### Signal wires by layer

Drawn at 4 px/µm.
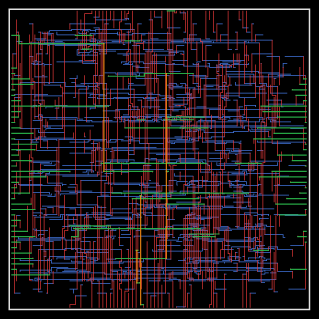
### Clock network drawn from the DEF

Drawn at 4 px/µm.
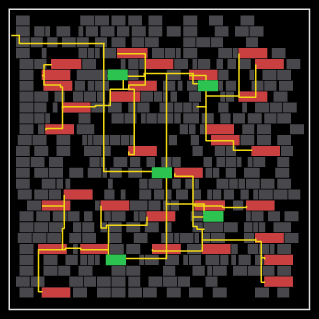
### Selected gate families

Drawn at 4 px/µm.
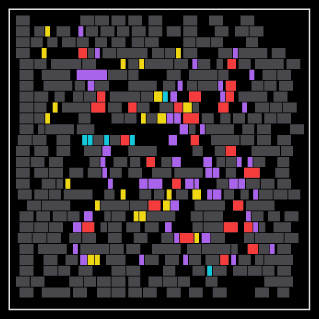
### Zoomed window

Region (46, 9) to (66, 29) µm. Cells in gray, sequential cells in the stronger gray; small squares are vias.
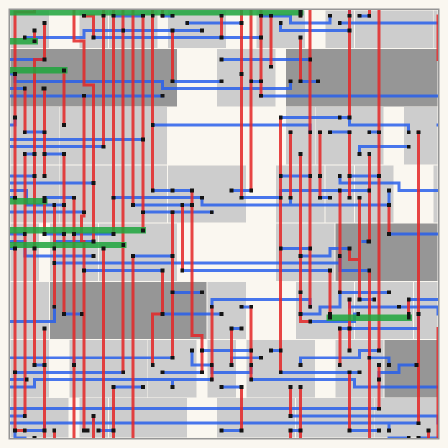
## src/rtl/program_counter.sv

```systemverilog
// program_counter -- registered RISC-V style program counter.
//   PC        out 32 : current PC, registered on CLK rising edge
//   PCPlus4   out 32 : PC + 4, combinational (wraps modulo 2^32)
//   PCTarget  in  32 : branch / JAL target, loaded when PCSrc = 01
//   ALUResult in  32 : JALR target, loaded when PCSrc = 10
//   PCSrc     in  2  : 00 / 11 sequential, 01 target, 10 ALU result
//   Reset     in  1  : synchronous active-high, loads RESET_VECTOR
//   CLK       in  1  : clock
// Targets are loaded unmodified; no alignment masking is applied.
module program_counter #(
  parameter logic [31:0] RESET_VECTOR = 32'h0000_0000
) (
  output logic [31:0] PC,
  output logic [31:0] PCPlus4,
  input  logic [31:0] PCTarget,
  input  logic [31:0] ALUResult,
  input  logic [1:0]  PCSrc,
  input  logic        Reset,
  input  logic        CLK
);

  logic [31:0] r_pc;
  logic [31:0] w_pc_plus4;
  logic [31:0] w_pc_next;

  // Natural 32-bit overflow gives the wrap from FFFF_FFFC to 0.
  assign w_pc_plus4 = r_pc + 32'd4;

  always_comb begin
    w_pc_next = w_pc_plus4;
    case (PCSrc)
      2'b01:   w_pc_next = PCTarget;
      2'b10:   w_pc_next = ALUResult;
      default: w_pc_next = w_pc_plus4;  // 00 and the 11 fallback
    endcase
  end

  always_ff @(posedge CLK) begin
    if (Reset) begin
      r_pc <= RESET_VECTOR;
    end else begin
      r_pc <= w_pc_next;
    end
  end

  assign PC      = r_pc;
  assign PCPlus4 = w_pc_plus4;

endmodule

```

## config.mk

```make
export PLATFORM = sky130hd
export DESIGN_NAME = program_counter
export DESIGN_NICKNAME = d
export VERILOG_FILES = /design/src/rtl/program_counter.sv
export SDC_FILE = /design/constraint.sdc
export NUM_CORES = 1
export LEC_CHECK = 0
export CAP_MARGIN = 10
export CORE_UTILIZATION = 41
export CTS_CLUSTER_DIAMETER = 200
export DETAILED_ROUTE_END_ITERATION = 10
export HOLD_SLACK_MARGIN = 0.08
export PLACE_DENSITY_LB_ADDON = 0.1
export SLEW_MARGIN = 0
export SYNTH_ARGS = -nofsm -noshare
export SYNTH_HDL_FRONTEND = slang
export SYNTH_SLANG_ARGS = --single-unit
```

## constraint.sdc

```tcl
create_clock -name CLK -period 2.97 [get_ports CLK]
set_input_delay 0.297 -clock CLK [delete_from_list [all_inputs] [get_ports CLK]]
set_output_delay 0.297 -clock CLK [all_outputs]
set_load 0.02 [all_outputs]
```

==> impl_metrics.tcl <==
# implementation run metrics
set metrics [dict create \
    yosys.stat.seqShare 0.296 \
    slew_headroom 0.219 \
    final_core_util 0.702 \
    ir_worst_vdd_v 0.000246 \
    fillerInstances 440 \
    cts_tree "built" \
    dp_cells 440 \
    regArea_um2 646 \
    ys_dominant_reg_cell "dfxtp_1" \
    numCtsBuffers 5 \
    p_per_area_mw_per_mm2 404 \
    drv_slew 0 \
    synth_top_area_share 0.296 \
    yosysMostFrequentCell "dfxtp_1" \
    grt_pass1_wl_um 11700 \
    vias_per_cell 5.76 \
    area_leaders "dfxtp_1 (30%), a221oi_1 (8.5%), a221o_1 (4.6%), nand2_1 (4.5%), clkbuf_8 (4.4%)" \
    drt_first_pass_iters 4 \
    status "finished, final reports clean" \
    fin_crit_ps 2840 \
    port-buffer-count 131 \
    nets 450 \
    logic_area_mm2 0.00133 \
    tightest_slew_ps 1170 \
    grt_max_degree 33 \
    min_from "PC[31]$_SDFF_PP0_" \
    top_cells_by_count "dfxtp_1 (32), nand2_1 (26), a221oi_1 (21)" \
    drive_gt1_frac 0.0842 \
    clk_path_buf_depth 2 \
    ys_cells 250 \
    fin_crit_sh 0.955 \
    io-pin-count 132 \
    antenna_found_initial 0 \
    cp-start-kind "register" \
    die-width_um 74.7 \
    worst_ep_arrival_time_ps 2540 \
    yosysTopAreaCell "dfxtp_1" \
    avgSynthCellArea_um2 8.67 \
    cp-startpoint "PC[22]$_SDFF_PP0_" \
    path_clk_slew_ps 60 \
    core.rowCount 26 \
    grt-ovfl-total 0 \
    async_flop_share 0 \
]
## Picture notes: 'Signal wires by layer'
layer	color	wire length
met1	blue	3110 µm
met4	orange	114 µm
met2	red	3570 µm
met3	green	571 µm
routed wire length: 7370 µm
gr usage total: 0.277
via count: 2592
drt wl/cell: 16.4 µm

## Picture notes: 'Clock network drawn from the DEF'
[flip-flops] red | count: 32
[clock wires] yellow | length: 500 µm
[cells driving clock nets] green | count: 5
routed clock nets	6
P_clk: 357 µW
power share of the clock group: 0.247

## Picture notes: 'Selected gate families'
family	color	cells	most used
NAND gates	purple	50	nand2_1
NOR gates	yellow	22	nor2_1
AND and OR gates	red	25	or3_1
inverters	cyan	6	inv_1
Layout Cells excl Fill: 450
combinational share of cell area: 0.371

## Picture notes: 'Zoomed window'
layer	color
met1	blue
met3	green
met2	red
netlist names of flops here include	`PC` (4)
most frequent	clkdlybuf4s50_1 (7), nand2_1 (6)
sequential cells in the window	4
cells with their middle in the window	43

==> final cells by class <==
type,count,share of cell area
Inverter,6,0.00628
Sequential cell,32,0.180
Clock inverter,2,0.00279
Timing Repair Buffer,144,0.392
Clock buffer,6,0.0230
Multi-Input combinational cell,190,0.371
Tap cell,70,0.0244
==> power by group <==
group | internal, mW | switching (mW) | leakage [nW]
Combinational | 0.292 | 0.266 | 1.05
Sequential | 0.473 | 0.0607 | 0.266
Clock | 0.185 | 0.173 | 0.0510
Total | 0.950 | 0.499 | 1.37
==> per-stage QoR <==
step | hold slack, ps | cell area [µm²]
floorplan | 495 | 2170
global placement | 524 | 3470
detailed placement | 528 | 3470
CTS | 540 | 3560
global route | 569 | 3580
finish | 543 | 3580
==> cells by family (layout without fill, tap and decap cells) <==
kind of cell	Yosys count	in the layout	share of synthesized area
AND-OR/OR-AND	75	75	0.285
XOR/XNOR	15	15	0.0606
adder cells (fa/ha/maj)	3	3	0.0173
buffers and inverters	28	158	0.0930
flip-flops	32	32	0.296
AND/OR/NAND/NOR	97	97	0.248
==> cell usage in the layout (no fill, tap or decap), types with 2 or more instances in the layout <==
cell type	instances
a311oi_1	10
o21a_1	6
and3_1	4
and4_1	2
a221o_1	10
nor2_1	15
nand3_1	9
inv_1	5
o31ai_1	7
clkbuf_8	6
or4_4	2
clkdlybuf4s50_1	125
a31oi_1	3
nand2_1	26
o211a_1	4
nor4_1	4
a221oi_1	21
ha_1	3
buf_4	13
o21ai_0	8
xor2_1	5
nand4_1	13
xnor2_1	10
dfxtp_2	4
clkinv_2	2
nor3_1	3
or4_1	5
dfxtp_1	28
dlygate4sd2_1	5
and4_2	2
or3_1	8
==> path summary, 6_finish.rpt <==
kind	to	slack, ps	depth (start not counted)
setup / recovery	PCPlus4[25]	130	5
hold / removal	PC[31]$_SDFF_PP0_	540	2
setup reg to reg	PC[27]$_SDFF_PP0_	870	4
hold reg to reg	PC[31]$_SDFF_PP0_	540	2
==> critical path, cell delays in order, from the launching register on <==
cell and delay [ps]:
dfxtp_1 400, nand4_1 150, or4_4 630, or3_1 390, nand2_1 80, clkdlybuf4s50_1 600
==> repair_timing <==
| action | CTS | global route |
|---|---|---|
| pin swaps | 0 | 1 |
| endpoints found under the setup margin | 5 | 5 |
| setup buffers | 0 | 2 |
| resized | 6 | 5 |
==> routing by layer <==
metal	up-vias	wire length, µm	global-route usage	part of all wire
li1	1261	-	-	-
met1	1203	3110	0.348	0.42
met2	118	3570	0.470	0.48
met3	10	570	0.0589	0.077
met4	0	113	0.0943	0.015
met5	-	0	0	0
No activity file was given, so power comes from the tool's default toggle rates.
